$ cat src/rtl/fcl_result_streamer_if.sv
// ---------------------------------------------------------------------------
// fcl_result_streamer_if
// Valid/ready result stream carrying one neuron value per beat.
//   m_valid  : beat valid (driven by the streamer)
//   m_ready  : downstream accepts beat (driven by the consumer)
//   m_data   : neuron value, DATA_W bits, signed two's complement
//   m_index  : neuron index of the current beat, IDX_W bits
//   m_last   : high on the beat carrying the final neuron of the layer
// ---------------------------------------------------------------------------
interface fcl_result_streamer_if #(
    parameter int DATA_W = 16,
    parameter int IDX_W  = 6
) ();
    logic              m_valid;
    logic              m_ready;
    logic [DATA_W-1:0] m_data;
    logic [IDX_W-1:0]  m_index;
    logic              m_last;

    modport master (
        output m_valid, m_data, m_index, m_last,
        input  m_ready
    );

    modport slave (
        input  m_valid, m_data, m_index, m_last,
        output m_ready
    );
endinterface

$ cat src/rtl/fcl_result_streamer.sv
// ---------------------------------------------------------------------------
// fcl_result_streamer
// Captures the FCL controller's parallel result vector on its done pulse and
// drains it as a stream of one neuron per beat (optionally ReLU'd), while
// tracking the argmax of the pre-ReLU values over the layer.
//   clk          : rising-edge clock
//   rst_n        : asynchronous active-low reset
//   layer_done   : 1-cycle pulse, layer_out valid this cycle
//   layer_out    : NEURON_COUNT x DATA_W parallel results
//   m            : result stream (master side of fcl_result_streamer_if)
//   busy         : high while streaming or reporting
//   argmax_idx   : index of the largest pre-ReLU value of the last layer
//   argmax_valid : 1-cycle pulse when argmax_idx updates
//   overrun      : sticky, a layer_done arrived while busy
// ---------------------------------------------------------------------------
module fcl_result_streamer #(
    parameter  int NEURON_COUNT = 50,
    parameter  int DATA_W       = 16,
    parameter  int RELU_EN      = 1,
    localparam int IDX_W        = $clog2(NEURON_COUNT)
) (
    input  logic                                 clk,
    input  logic                                 rst_n,
    input  logic                                 layer_done,
    input  logic [NEURON_COUNT-1:0][DATA_W-1:0]  layer_out,
    fcl_result_streamer_if.master                m,
    output logic                                 busy,
    output logic [IDX_W-1:0]                     argmax_idx,
    output logic                                 argmax_valid,
    output logic                                 overrun
);
    typedef enum logic [1:0] {S_IDLE, S_STREAM, S_REPORT} state_t;

    localparam logic [IDX_W-1:0] LAST_IDX = IDX_W'(NEURON_COUNT - 1);

    function automatic logic [DATA_W-1:0] relu_f(input logic [DATA_W-1:0] x);
        if ((RELU_EN != 0) && x[DATA_W-1]) return '0;
        return x;
    endfunction

    state_t                               state_q, state_d;
    logic [NEURON_COUNT-1:0][DATA_W-1:0]  snap_q, snap_d;
    logic [IDX_W-1:0]                     idx_q, idx_d;
    logic signed [DATA_W-1:0]             best_q, best_d;
    logic [IDX_W-1:0]                     best_idx_q, best_idx_d;
    logic                                 m_valid_q, m_valid_d;
    logic [DATA_W-1:0]                    m_data_q, m_data_d;
    logic                                 m_last_q, m_last_d;
    logic [IDX_W-1:0]                     argmax_idx_q, argmax_idx_d;
    logic                                 argmax_valid_q, argmax_valid_d;
    logic                                 overrun_q, overrun_d;

    logic                                 xfer;
    logic [IDX_W-1:0]                     nxt_idx;
    logic signed [DATA_W-1:0]             cand;
    logic                                 take;
    logic signed [DATA_W-1:0]             best_n;
    logic [IDX_W-1:0]                     best_idx_n;

    assign xfer = m_valid_q && m.m_ready;

    always_comb begin
        state_d        = state_q;
        snap_d         = snap_q;
        idx_d          = idx_q;
        best_d         = best_q;
        best_idx_d     = best_idx_q;
        m_valid_d      = m_valid_q;
        m_data_d       = m_data_q;
        m_last_d       = m_last_q;
        argmax_idx_d   = argmax_idx_q;
        argmax_valid_d = 1'b0;
        overrun_d      = overrun_q;

        // Argmax candidate is the beat being transferred now; beat 0 seeded
        // best at capture, so only later beats compete. Strict '>' keeps the
        // lowest index on ties.
        nxt_idx    = idx_q + 1'b1;
        cand       = $signed(snap_q[idx_q]);
        take       = (idx_q != '0) && (cand > best_q);
        best_n     = take ? cand  : best_q;
        best_idx_n = take ? idx_q : best_idx_q;

        case (state_q)
            S_IDLE: begin
                if (layer_done) begin
                    snap_d     = layer_out;
                    idx_d      = '0;
                    best_d     = $signed(layer_out[0]);
                    best_idx_d = '0;
                    m_valid_d  = 1'b1;
                    m_data_d   = relu_f(layer_out[0]);
                    m_last_d   = 1'b0;
                    state_d    = S_STREAM;
                end
            end
            S_STREAM: begin
                if (layer_done) overrun_d = 1'b1;
                if (xfer) begin
                    best_d     = best_n;
                    best_idx_d = best_idx_n;
                    if (m_last_q) begin
                        // Report the result including the final beat.
                        m_valid_d      = 1'b0;
                        m_last_d       = 1'b0;
                        argmax_idx_d   = best_idx_n;
                        argmax_valid_d = 1'b1;
                        state_d        = S_REPORT;
                    end else begin
                        idx_d    = nxt_idx;
                        m_data_d = relu_f(snap_q[nxt_idx]);
                        m_last_d = (nxt_idx == LAST_IDX);
                    end
                end
            end
            S_REPORT: begin
                if (layer_done) overrun_d = 1'b1;
                state_d = S_IDLE;
            end
            default: state_d = S_IDLE;
        endcase
    end

    always_ff @(posedge clk or negedge rst_n) begin
        if (!rst_n) begin
            state_q        <= S_IDLE;
            snap_q         <= '0;
            idx_q          <= '0;
            best_q         <= '0;
            best_idx_q     <= '0;
            m_valid_q      <= 1'b0;
            m_data_q       <= '0;
            m_last_q       <= 1'b0;
            argmax_idx_q   <= '0;
            argmax_valid_q <= 1'b0;
            overrun_q      <= 1'b0;
        end else begin
            state_q        <= state_d;
            snap_q         <= snap_d;
            idx_q          <= idx_d;
            best_q         <= best_d;
            best_idx_q     <= best_idx_d;
            m_valid_q      <= m_valid_d;
            m_data_q       <= m_data_d;
            m_last_q       <= m_last_d;
            argmax_idx_q   <= argmax_idx_d;
            argmax_valid_q <= argmax_valid_d;
            overrun_q      <= overrun_d;
        end
    end

    assign m.m_valid    = m_valid_q;
    assign m.m_data     = m_data_q;
    assign m.m_index    = idx_q;
    assign m.m_last     = m_last_q;
    assign busy         = (state_q != S_IDLE);
    assign argmax_idx   = argmax_idx_q;
    assign argmax_valid = argmax_valid_q;
    assign overrun      = overrun_q;
endmodule
$ cat src/flat_wrapper.sv
// flat-port wrapper written by rule: the top's interface ports become plain ports
module fcl_result_streamer_flat 
#(
    parameter  int NEURON_COUNT = 50,
    parameter  int DATA_W       = 16,
    parameter  int RELU_EN      = 1,
    localparam int IDX_W        = $clog2(NEURON_COUNT)
)
  (clk, rst_n, layer_done, layer_out, busy, argmax_idx, argmax_valid, overrun, m_m_valid, m_m_data, m_m_index, m_m_last, m_m_ready);
  fcl_result_streamer_if #(.DATA_W(DATA_W)) m_i ();
  input  logic clk;
  input  logic rst_n;
  input  logic layer_done;
  input  logic [NEURON_COUNT-1:0][DATA_W-1:0] layer_out;
  output logic busy;
  output logic [IDX_W-1:0] argmax_idx;
  output logic argmax_valid;
  output logic overrun;
  output wire logic [$bits(m_i.m_valid)-1:0] m_m_valid;
  output wire logic [$bits(m_i.m_data)-1:0] m_m_data;
  output wire logic [$bits(m_i.m_index)-1:0] m_m_index;
  output wire logic [$bits(m_i.m_last)-1:0] m_m_last;
  input wire logic [$bits(m_i.m_ready)-1:0] m_m_ready;
  assign m_m_valid = m_i.m_valid;
  assign m_m_data = m_i.m_data;
  assign m_m_index = m_i.m_index;
  assign m_m_last = m_i.m_last;
  assign m_i.m_ready = m_m_ready;
  fcl_result_streamer #(.NEURON_COUNT(NEURON_COUNT), .DATA_W(DATA_W), .RELU_EN(RELU_EN)) u_core (.clk(clk), .rst_n(rst_n), .layer_done(layer_done), .layer_out(layer_out), .m(m_i), .busy(busy), .argmax_idx(argmax_idx), .argmax_valid(argmax_valid), .overrun(overrun));
endmodule
$ cat config.mk
export PLATFORM = sky130hd
export DESIGN_NAME = fcl_result_streamer_flat
export DESIGN_NICKNAME = d
export VERILOG_FILES = /design/src/rtl/fcl_result_streamer_if.sv /design/src/rtl/fcl_result_streamer.sv /design/src/flat_wrapper.sv
export SDC_FILE = /design/constraint.sdc
export NUM_CORES = 2
export LEC_CHECK = 0
export CAP_MARGIN = 20
export CORE_UTILIZATION = 38
export CTS_CLUSTER_SIZE = 14
export DETAILED_ROUTE_END_ITERATION = 8
export GPL_TIMING_DRIVEN = 1
export MAX_ROUTING_LAYER = met4
export PLACE_DENSITY = 0.67
export SLEW_MARGIN = 10
export SYNTH_ARGS = -nofsm -noshare
export SYNTH_HDL_FRONTEND = slang
export SYNTH_SLANG_ARGS = --single-unit
$ cat constraint.sdc
create_clock -name clk -period 8.8 [get_ports clk]
set_clock_uncertainty 0.05 [all_clocks]
set_input_delay 1.76 -clock clk [delete_from_list [all_inputs] [get_ports clk]]
set_output_delay 1.76 -clock clk [all_outputs]
set_load 0.005 [all_outputs]
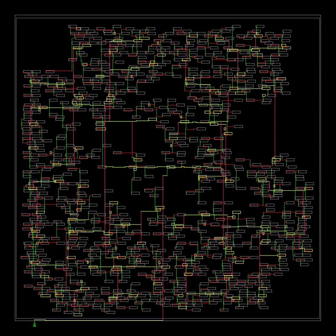
Fig. 1. The clock network.
CTS Buf Count: 96
P_clk: 0.00408 W
seq_cells: 855
clock sink total: 855

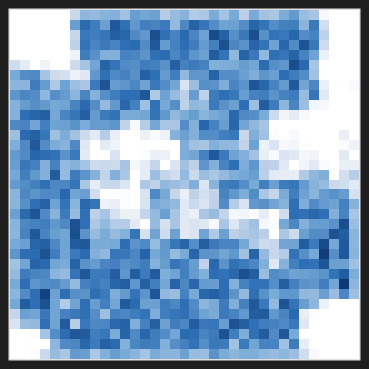
Fig. 2. Cell area per tile.
Drawn at 1 px/um. The die is cut into 35 by 35 equal tiles; white is low, dark blue is high, 0 to 100% covered.
fullest tile = 96%
tiles over 75% full = 12%
nearly empty tiles = 13%
mean over tiles = 46%

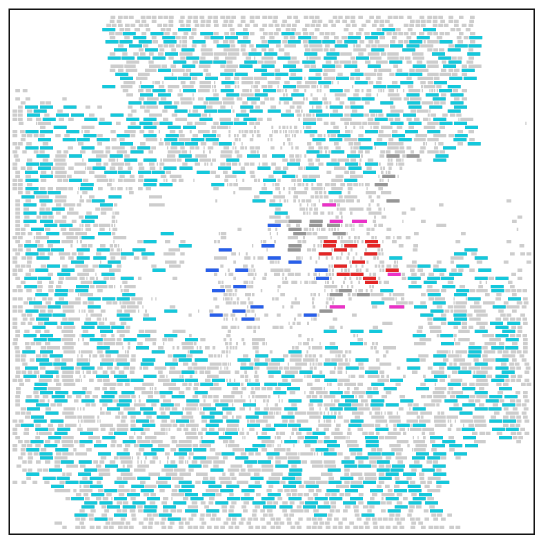
Fig. 3. Sequential cells colored by netlist name.
Drawn at 1.5 px/um. Other sequential cells in the stronger gray, the rest of the logic in the fainter gray.
cyan -> u_core.snap_q  # flops 800, where spread over the die
red -> u_core.m.m_data  # flops 15
magenta -> u_core.m.m_index  # flops 6
blue -> u_core.best_q  # flops 16, where center
not colored = 18

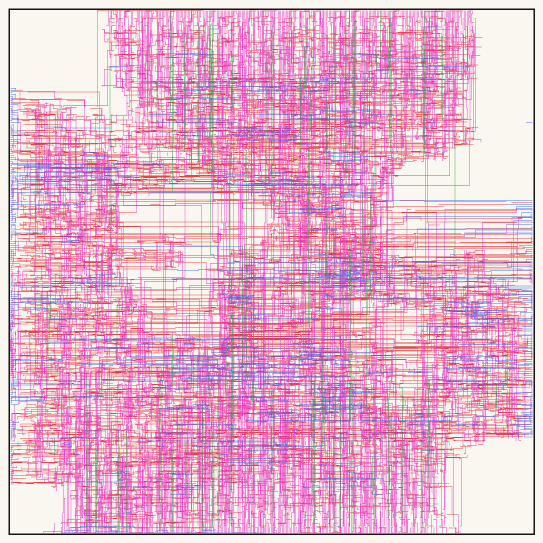
Fig. 4. Signal wires by layer.
Drawn at 1.5 px/um.
red -> metal 1  # wire length 73.9 mm
green -> metal 4  # wire length 8,390 um
magenta -> metal 2  # wire length 86.8 mm
blue -> metal 3  # wire length 14,000 um

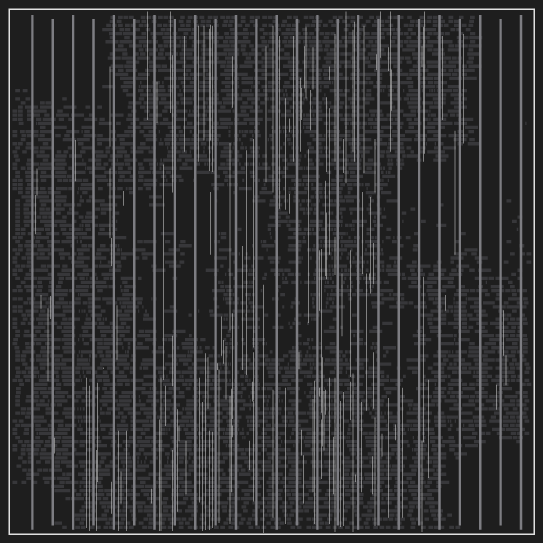
Fig. 5. Signal wires on met4.
Drawn at 1.5 px/um. Supply wires on this layer in gray. Cells faint in the background.
main direction = vertical
wire length on this layer = 8,390 um

==> impl_metrics.tcl <==
# metrics dict for downstream scripts
set metrics [dict create \
    p_leak_nw 22.63 \
    final-hold-violation-count 0 \
    critPathMaxStageDelay_ps 910 \
    grt_max_degree 199 \
    portBuffers 835 \
    synth_chip_area_um2 45740 \
    drt_iter0_markers 3359 \
    largest-register "u_core.snap_q" \
    p_int_w 0.01372 \
    drive_gt1_frac 0.3455 \
    r2r_cells 14 \
    cts-resized-gates 0 \
    report.final.slew_viol_count 0 \
    async_flop_share 1.000 \
    warnings 49 \
    first_global_vias 33906 \
    path_clk_slew_ps 60 \
    cts_tree "done" \
    cts_hold_buf 0 \
    antenna_found_initial 66 \
    clockBufferDepth 3 \
    power_leader "combinational cells" \
    final_area_um2 58700 \
    synth-compound-area-share 0.04642 \
    cp.arrival_ps 6640 \
    routabilityCongestion 0.9484 \
    hold_path_class "reg2reg" \
    syn_nets 4065 \
    endpoint "u_core.best_idx_q[1]$_DFFE_PN0P_" \
    crit_top_cell "o21ai_0" \
    clockRootBuffer "clkbuf_16" \
    r2r_end "u_core.best_idx_q[1]$_DFFE_PN0P_" \
    mux_share 0.4020 \
    finalCriticalPeriod_ps 6070 \
    worstPathRequired_ps 9370 \
    final-seq-area_um2 21410 \
    cap_violations 0 \
    antenna_left 0 \
    wl_um 183100 \
    power_frac_comb 0.469 \
    fp_util 0.3853 \
    fp.dieW_um 348.9 \
    ir_worst_vdd_mv 0.2411 \
    syn_to_final_growth_pct 28.34 \
    yosysSeqAreaShare 0.4678 \
    synth-xor-area-share 0.0009301 \
    worst_slew_pin_slew_ps 1246 \
    busiest_layer "met2" \
    power.density_nw_per_um2 378.5 \
    synth_warnings 0 \
    postCtsSetupBuffers 0 \
    p_clk_frac 0.184 \
    p_sw_frac 0.3824 \
    postPlaceCellArea_um2 55400 \
    avgSynthCellArea_um2 14.11 \
    grt_overflow 0 \
    core-area_um2 118700 \
    r2r_setup_slack_ps 2730 \
    status "finished clean" \
    critPathMaxFanout 36 \
    mi_logic_area_um2 22990 \
    largest_register_ffs 800 \
]
==> worst max-delay path, delay by kind of cell (launching register included) <==
kind,cells,cell delay (ps)
adders and majority gates,1,320
and+or+nand+nor,5,1900
buffers and inverters,1,560
DFF,1,910
AOI/OAI and AO/OA,7,2190
==> synthesized netlist by cell type, types with 5 or more instances <==
cell       count  area, um2
dfrtp_1      855      21400
inv_1         23      86.33
mux4_2       357       8040
buf_2         73      365.4
clkbuf_1     124      465.5
o21ai_1       12      60.06
nand3_1       66      330.3
buf_6          9      101.4
a221oi_1       7      61.31
a31oi_1       21      131.4
and3_1        36      225.2
nand4_1        7      43.79
o211ai_1      10      75.07
a221o_1       11      110.1
and2_1        22      137.6
a32oi_1        7      61.31
o2111ai_1     10      87.58
a22oi_1       21      157.7
buf_1          8      30.03
mux2_2       805       9065
nand2_1      248      930.9
o21ai_0       77      385.4
a22o_1        12      105.1
nor3_1        20      100.1
o22ai_1       13      81.33
a211oi_1      21      157.7
buf_4         48      360.4
a21oi_1       78      390.4
mux2i_1      128       1281
ha_1          20      250.2
nor2_1        18      67.56
nor2b_1       12      75.07
a21o_1         5      37.54
==> layer usage <==
metal | wire [um] | share of wire
met3 | 13960 | 0.076
met1 | 73860 | 0.40
met4 | 8390 | 0.046
met2 | 86840 | 0.47
met5 | 0 | 0
==> final cells by class <==
class,count,share of cell area
clock inverter,41,0.007631
antenna,60,0.002558
timing repair buffer,885,0.1518
sequential,855,0.3647
inverter,25,0.001599
clock buffer,134,0.04608
tap,1600,0.03410
multi-input combinational,2098,0.3916
==> metrics by stage <==
| stage | power, W | setup slack, ps | std cells | hold WS [ps] |
|---|---|---|---|---|
| 2_1_floorplan | 0.01429 | 4762 | 3241 | 401.0 |
| 3_3_place_gp | 0.01778 | 2971 | 5461 | 412.4 |
| 6_report | 0.02222 | 2730 | 5698 | 414.6 |
| 3_5_place_dp | 0.01799 | 2850 | 5463 | 398.3 |
| 5_1_grt | 0.02317 | 2600 | 5695 | 426.4 |
| 4_1_cts | 0.02214 | 2828 | 5638 | 414.2 |
==> cells in the final DEF, fill, tap and decap left out, drive strengths merged, types with 36 or more instances in the layout <==
cell,synthesis,layout
dfrtp,855,855
buf,138,51
mux2i,128,128
and3,36,36
nand2,249,249
clkbuf,125,134
diode,0,60
a21oi,78,78
mux4,357,357
o21ai,90,90
mux2,805,805
nand3,66,66
clkdlybuf4s50,0,834
==> how the worst min path moves through the flow <==
stage,depth (start not counted),startpoint,end,slack [ps]
6_report,1,u_core.overrun$_DFFE_PN0P_,u_core.overrun$_DFFE_PN0P_,410
5_1_grt,1,u_core.overrun$_DFFE_PN0P_,u_core.overrun$_DFFE_PN0P_,430
4_1_cts,1,u_core.overrun$_DFFE_PN0P_,u_core.overrun$_DFFE_PN0P_,410
3_5_place_dp,1,u_core.overrun$_DFFE_PN0P_,u_core.overrun$_DFFE_PN0P_,400
3_3_place_gp,1,u_core.overrun$_DFFE_PN0P_,u_core.overrun$_DFFE_PN0P_,410
2_1_floorplan,1,u_core.overrun$_DFFE_PN0P_,u_core.overrun$_DFFE_PN0P_,400
No activity file was given, so power comes from the tool's default toggle rates.
